==> images/met1.png <==
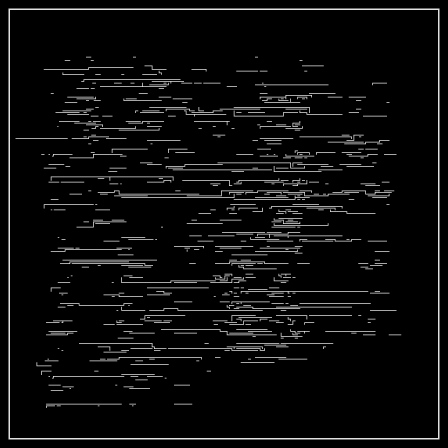
==> images/met2.png <==
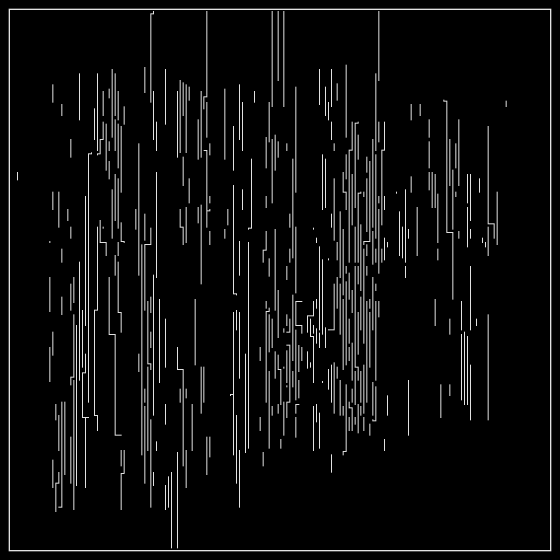
==> images/met3.png <==
The bar under the picture is 20 µm long.
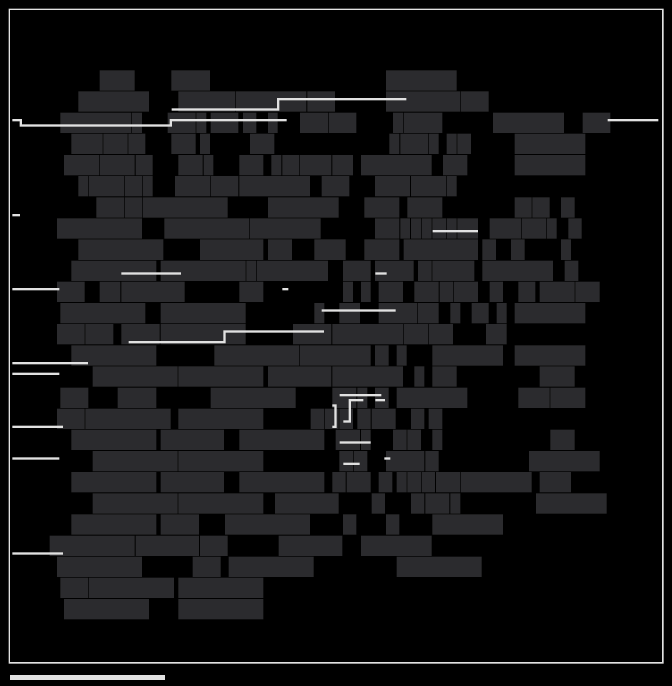
--- config.mk ---
export PLATFORM = sky130hd
export DESIGN_NAME = uart_tx_fifo
export DESIGN_NICKNAME = d
export VERILOG_FILES = /design/src/rtl/uart_tx_fifo.sv
export SDC_FILE = /design/constraint.sdc
export NUM_CORES = 1
export LEC_CHECK = 0
export ABC_CLOCK_PERIOD_IN_PS = 3110
export CELL_PAD_IN_SITES_DETAIL_PLACEMENT = 0
export CELL_PAD_IN_SITES_GLOBAL_PLACEMENT = 1
export CORE_MARGIN = 5
export CORE_UTILIZATION = 49
export DETAILED_ROUTE_END_ITERATION = 6
export GPL_TIMING_DRIVEN = 0
export PLACE_DENSITY_LB_ADDON = 0.25
export SYNTH_ARGS = -nofsm -noshare
export SYNTH_HDL_FRONTEND = slang
export SYNTH_SLANG_ARGS = --single-unit
--- constraint.sdc ---
create_clock -name clk -period 3.11 [get_ports clk]
set_clock_uncertainty 0.15 [all_clocks]
set_input_delay 0.622 -clock clk [delete_from_list [all_inputs] [get_ports clk]]
set_output_delay 0.622 -clock clk [all_outputs]
set_load 0.05 [all_outputs]
--- src/rtl/uart_tx_fifo.sv ---
// Buffered UART transmitter: byte FIFO feeding a start/data/stop frame FSM.
// Define UART_TX_PARITY_EN to insert an even parity bit after data bit 7.
module uart_tx_fifo #(
    parameter int CLK_DIV    = 16,
    parameter int FIFO_DEPTH = 4
) (
    input  logic                          clk,
    input  logic                          rst,
    input  logic [7:0]                    data_in,
    input  logic                          valid_in,
    output logic                          ready_out,
    output logic                          tx,
    output logic                          busy,
    output logic [$clog2(FIFO_DEPTH):0]   fifo_level
);

    localparam int PW = $clog2(FIFO_DEPTH);
    localparam int LW = PW + 1;
    localparam int BW = $clog2(CLK_DIV);

`ifdef UART_TX_PARITY_EN
    typedef enum logic [2:0] {IDLE, START, DATA, PARITY, STOP} state_t;
`else
    typedef enum logic [1:0] {IDLE, START, DATA, STOP} state_t;
`endif

    state_t          state_q, state_d;
    logic [BW-1:0]   baud_q, baud_d;
    logic [2:0]      bit_q, bit_d;
    logic [7:0]      shift_q, shift_d;
    logic [7:0]      mem [FIFO_DEPTH];
    logic [PW-1:0]   wr_ptr, rd_ptr;
    logic [LW-1:0]   level_q;
    logic            push, pop, baud_end, fifo_nonempty;
    logic            tx_d, busy_d;
`ifdef UART_TX_PARITY_EN
    logic            parity_q, parity_d;
`endif

    assign ready_out     = (level_q != LW'(FIFO_DEPTH));
    assign fifo_level    = level_q;
    assign push          = valid_in && ready_out;
    assign baud_end      = (baud_q == BW'(CLK_DIV - 1));
    assign fifo_nonempty = (level_q != '0);

    // Next-state, counters, shift register and next line value.
    always_comb begin
        state_d = state_q;
        baud_d  = baud_end ? '0 : baud_q + 1'b1;
        bit_d   = bit_q;
        shift_d = shift_q;
        pop     = 1'b0;
        unique case (state_q)
            IDLE: begin
                baud_d = '0;
                if (fifo_nonempty) begin
                    state_d = START;
                    pop     = 1'b1;
                    shift_d = mem[rd_ptr];
                end
            end
            START: begin
                if (baud_end) state_d = DATA;
            end
            DATA: begin
                if (baud_end) begin
                    shift_d = {1'b0, shift_q[7:1]};
                    bit_d   = bit_q + 3'd1;
                    if (bit_q == 3'd7) begin
`ifdef UART_TX_PARITY_EN
                        state_d = PARITY;
`else
                        state_d = STOP;
`endif
                    end
                end
            end
`ifdef UART_TX_PARITY_EN
            PARITY: begin
                if (baud_end) state_d = STOP;
            end
`endif
            STOP: begin
                if (baud_end) begin
                    if (fifo_nonempty) begin
                        state_d = START;
                        pop     = 1'b1;
                        shift_d = mem[rd_ptr];
                    end else begin
                        state_d = IDLE;
                    end
                end
            end
            default: state_d = IDLE;
        endcase

`ifdef UART_TX_PARITY_EN
        parity_d = pop ? ^mem[rd_ptr] : parity_q;
`endif
        tx_d = 1'b1;
        unique case (state_d)
            START:   tx_d = 1'b0;
            DATA:    tx_d = shift_d[0];
`ifdef UART_TX_PARITY_EN
            PARITY:  tx_d = parity_d;
`endif
            default: tx_d = 1'b1;
        endcase
        busy_d = (state_d != IDLE);
    end

    // FSM, counters and registered line outputs.
    always_ff @(posedge clk or posedge rst) begin
        if (rst) begin
            state_q  <= IDLE;
            baud_q   <= '0;
            bit_q    <= '0;
            shift_q  <= '0;
            tx       <= 1'b1;
            busy     <= 1'b0;
`ifdef UART_TX_PARITY_EN
            parity_q <= 1'b0;
`endif
        end else begin
            state_q  <= state_d;
            baud_q   <= baud_d;
            bit_q    <= bit_d;
            shift_q  <= shift_d;
            tx       <= tx_d;
            busy     <= busy_d;
`ifdef UART_TX_PARITY_EN
            parity_q <= parity_d;
`endif
        end
    end

    // FIFO pointers and occupancy; push and pop together keep the level.
    always_ff @(posedge clk or posedge rst) begin
        if (rst) begin
            wr_ptr  <= '0;
            rd_ptr  <= '0;
            level_q <= '0;
        end else begin
            if (push) wr_ptr <= wr_ptr + 1'b1;
            if (pop)  rd_ptr <= rd_ptr + 1'b1;
            unique case ({push, pop})
                2'b10:   level_q <= level_q + 1'b1;
                2'b01:   level_q <= level_q - 1'b1;
                default: level_q <= level_q;
            endcase
        end
    end

    // FIFO storage; contents are dropped by resetting the pointers.
    always_ff @(posedge clk) begin
        if (push) mem[wr_ptr] <= data_in;
    end

endmodule

==> results.json <==
{
  "grtUsageTotal_pct": 14.5,
  "switchingPower_uw": 661,
  "worstSetupEndpointType": "register",
  "crit_required_ps": 3220,
  "static-leakage-power_nw": 1.27,
  "timing.slew.headroom_pct": 34.3,
  "die_area_um2": 7030,
  "detailedRoute.firstPassIterationCount": 4,
  "critPathMaxFanout": 7,
  "worst_path_max_delay_cell": "sky130_fd_sc_hd__dfrtp_1",
  "synthDominantCellAreaShare_pct": 35.9,
  "antenna_violations_before_repair": 0,
  "core_util_floorplan_pct": 51.4,
  "min_period_over_period_pct": 87.1,
  "ir_drop_uv": 475,
  "run_status": "finished, final reports clean",
  "number_of_drc_markers_after_the_initial_detailed_route_iteration": 136,
  "yosys-top-cells-area": "sky130_fd_sc_hd__edfxtp_1 (36%), sky130_fd_sc_hd__dfrtp_1 (23%), sky130_fd_sc_hd__mux4_2 (6.7%)",
  "synth.distinct_cells": 39,
  "fp.coreArea_um2": 5200,
  "synth_seq_share_pct": 60.3,
  "totalNegativeSetupSlack_ps": 0,
  "top_level_ports": 17,
  "post_synth_most_frequent_cells": "sky130_fd_sc_hd__edfxtp_1 (32), sky130_fd_sc_hd__dfrtp_1 (25), sky130_fd_sc_hd__nand3_1 (20), sky130_fd_sc_hd__ha_1 (13), sky130_fd_sc_hd__nand2_1 (12)",
  "first_global_vias": 1665,
  "critical_path.startpoint_type": "register",
  "setup_violations": 0,
  "cts_num_sinks": 58,
  "post_synth_inst_count": 190,
  "placement_rows": 26,
  "grt_start_max_net_pins": 27,
  "synth.yosys.chip_area_um2": 2670,
  "num-nets-final": 242,
  "worst_hold_check_path_type": "register to register",
  "worstMarginPinSlew_ps": 985,
  "cts-buffers-inserted": 9,
  "rsz0062_at_grt": "no",
  "post-dp-hpwl_um": 3140,
  "final.min_clock_period_ps": 2710,
  "largest_area_cell": "sky130_fd_sc_hd__edfxtp_1",
  "openroad.warnings": 33,
  "grt_first_pass_wirelength_um": 7860,
  "buffer_count_from_post_cts_setup_fixing": 0,
  "mappedNetlistNets": 215,
  "finalCoreUtilization_pct": 60.5,
  "post_syn_area_um2": 2670,
  "worst_setup_path_category": "register to register",
  "edff_count_synth": 32,
  "timing.final.max_slew_violations": 0,
  "clock_power_share_pct": 35.5,
  "path_cells": "ha_1 > and3_1 > buf_6 > a21oi_1 > nor3_2 > ha_1 > inv_1 > fa_1 > xor2_1 > nor2_1 > xor2_1",
  "timing.fmax_mhz": 369,
  "synthToLayoutAreaGrowth_pct": 17.7,
  "die.size.y_um": 83.9,
  "combinationalPowerShare_pct": 19.3,
  "cellPowerDensity_nw_per_um2": 704,
  "share_seq_of_total_power_pct": 45.3,
  "fill_cells": 429,
  "finalWeightedCongestion": 0.751,
  "clock_tree_buf_depth": 2,
  "final.hold.worst_slack_ps": 344,
  "share_of_post_route_cells_with_drive_strength_above_1_pct": 17.1,
  "yosysCellCount": 190,
  "wl_per_cell_um": 15.6,
  "postSynth.topFlopCell": "sky130_fd_sc_hd__edfxtp_1",
  "post-route-drc-count": 0,
  "cts_hold_buffers": 0,
  "die_x_um": 83.9,
  "tritoncts_clock_tree": "built",
  "netSwitchingFraction_pct": 29.8,
  "yosysWarningCount": 0,
  "h_tree_depth": 3,
  "synth_async_sr_flop_share_pct": 44.8,
  "yosys_register_bits": 58,
  "buffer_ports.inserted": 16,
  "finalHoldViolCount": 0,
  "yosysMostFrequentCell": "sky130_fd_sc_hd__edfxtp_1",
  "detail-route-antenna-nets": 0,
  "timing.critical_path.arrival_ps": 2820,
  "post_cts_resized": 0,
  "timing.critical_path.max_delay_family": "adder cells",
  "grt-ovfl-total": 0,
  "worst_skew_pair.late_latency_ps": 340,
  "internal-power_mw": 1.55,
  "cp.buffers_inverters": 2,
  "syn_avg_cell_area_um2": 14.1,
  "clkSlewWorstSetupHoldPaths_ps": 80,
  "clockRootBuffer": "sky130_fd_sc_hd__clkbuf_8",
  "cp_slowest_stage_delay_ps": 400,
  "per_cell_via_count_in_the_routed_design": 5.51,
  "diodes": 0,
  "maxCapViolations": 0
}
-- met1.png (at the start) --
The longest straight run is 24.8 µm. 216 nets have wire on it. The wires run mostly horizontal.
number of vias after detailed routing: 1609
fraction of met1 tracks used by global routing: 16.7%

-- met2.png (at the start) --
The longest straight run is 38.6 µm. The layer holds 51% of the routed length.

-- met3.png (at the start) --
The longest straight run is 19.3 µm. The layer holds 4.0% of the routed length.
met3 routing resource usage after global routing: 4.34%
total routed wirelength: 4540 µm

worst paths after layout:
check,start,to,slack [ps],depth (start not counted)
max,baud_q[0]$_DFF_PP0_,fifo_level[2]$_DFFE_PP0P_,400,11
min,bit_q[0]$_DFFE_PP0P_,bit_q[0]$_DFFE_PP0P_,340,1
max reg2reg,baud_q[0]$_DFF_PP0_,fifo_level[2]$_DFFE_PP0P_,400,11
min reg2reg,bit_q[0]$_DFFE_PP0P_,bit_q[0]$_DFFE_PP0P_,340,1
max in group asynchronous,rst,busy$_DFF_PP0_,1540,2
min in group asynchronous,rst,rd_ptr[0]$_DFFE_PP0P_,660,2
layout make-up:
cell class,count,area [µm²],area share (%)
Tap cell,70,87.6,2.78
Timing Repair Buffer,16,160,5.09
Sequential cell,58,1610,51.2
Clock buffer,9,124,3.93
Multi-Input combinational cell,116,973,30.9
Buffer,6,50.0,1.59
Inverter,10,37.5,1.19
Clock inverter,7,103,3.26
cell usage in the layout, fill, tap and decap left out, types with 4 or more instances in the layout:
master	count
sky130_fd_sc_hd__a22o_1	6
sky130_fd_sc_hd__and3_1	5
sky130_fd_sc_hd__clkbuf_8	9
sky130_fd_sc_hd__clkdlybuf4s50_1	16
sky130_fd_sc_hd__dfrtp_1	25
sky130_fd_sc_hd__edfxtp_1	32
sky130_fd_sc_hd__ha_1	13
sky130_fd_sc_hd__inv_1	10
sky130_fd_sc_hd__mux4_2	8
sky130_fd_sc_hd__nand2_1	12
sky130_fd_sc_hd__nand3_1	20
sky130_fd_sc_hd__nor2_1	9
sky130_fd_sc_hd__o21ai_0	5
sky130_fd_sc_hd__xnor2_1	4
sky130_fd_sc_hd__xor2_1	4
routing by layer:
layer	part of all wire [%]	vias to the layer above	GRT usage, %
met5	0	-	0
met3	4.0	6	4.34
met1	44	805	16.7
met2	51	34	24.4
li1	-	764	-
met4	1.5	0	7.02
metrics by stage:
step / cells / power, mW / instance area, µm² / worst slack [ps]
3_3_place_gp: 276 / 1.43 / 2920 / 470
2_1_floorplan: 190 / 1.30 / 2670 / 285
4_1_cts: 292 / 2.24 / 3150 / 378
6_report: 292 / 2.21 / 3150 / 402
5_1_grt: 292 / 2.33 / 3150 / 231
3_5_place_dp: 276 / 1.45 / 2920 / 421
power groups by stage:
stage               Clock [mW]  Sequential, mW  Combinational (mW)
floorplan                    0            1.08               0.228
global placement             0            1.01               0.414
detailed placement           0            1.02               0.433
CTS                      0.799            1.00               0.436
global route             0.837            1.02               0.467
finish                   0.786            1.00               0.427
state kept, by name, summed over array words and instances, names as in the netlist, 2 cells and up:
name / cells
wr_ptr: 2
rd_ptr: 2
state_q: 2
shift_q: 8
baud_q: 4
bit_q: 3
mem: 32
fifo_level: 3
logic make-up after synthesis:
logic type,synth area share [%]
AOI/OAI and AO/OA,8.38
xor gates and xnor gates,2.62
adders and majority gates,6.83
buffers and inverters,3.28
DFF,60.3
muxes,8.38
and+or+nand+nor,10.2
Power figures rest on the tool's default switching activity, not on a simulated workload.
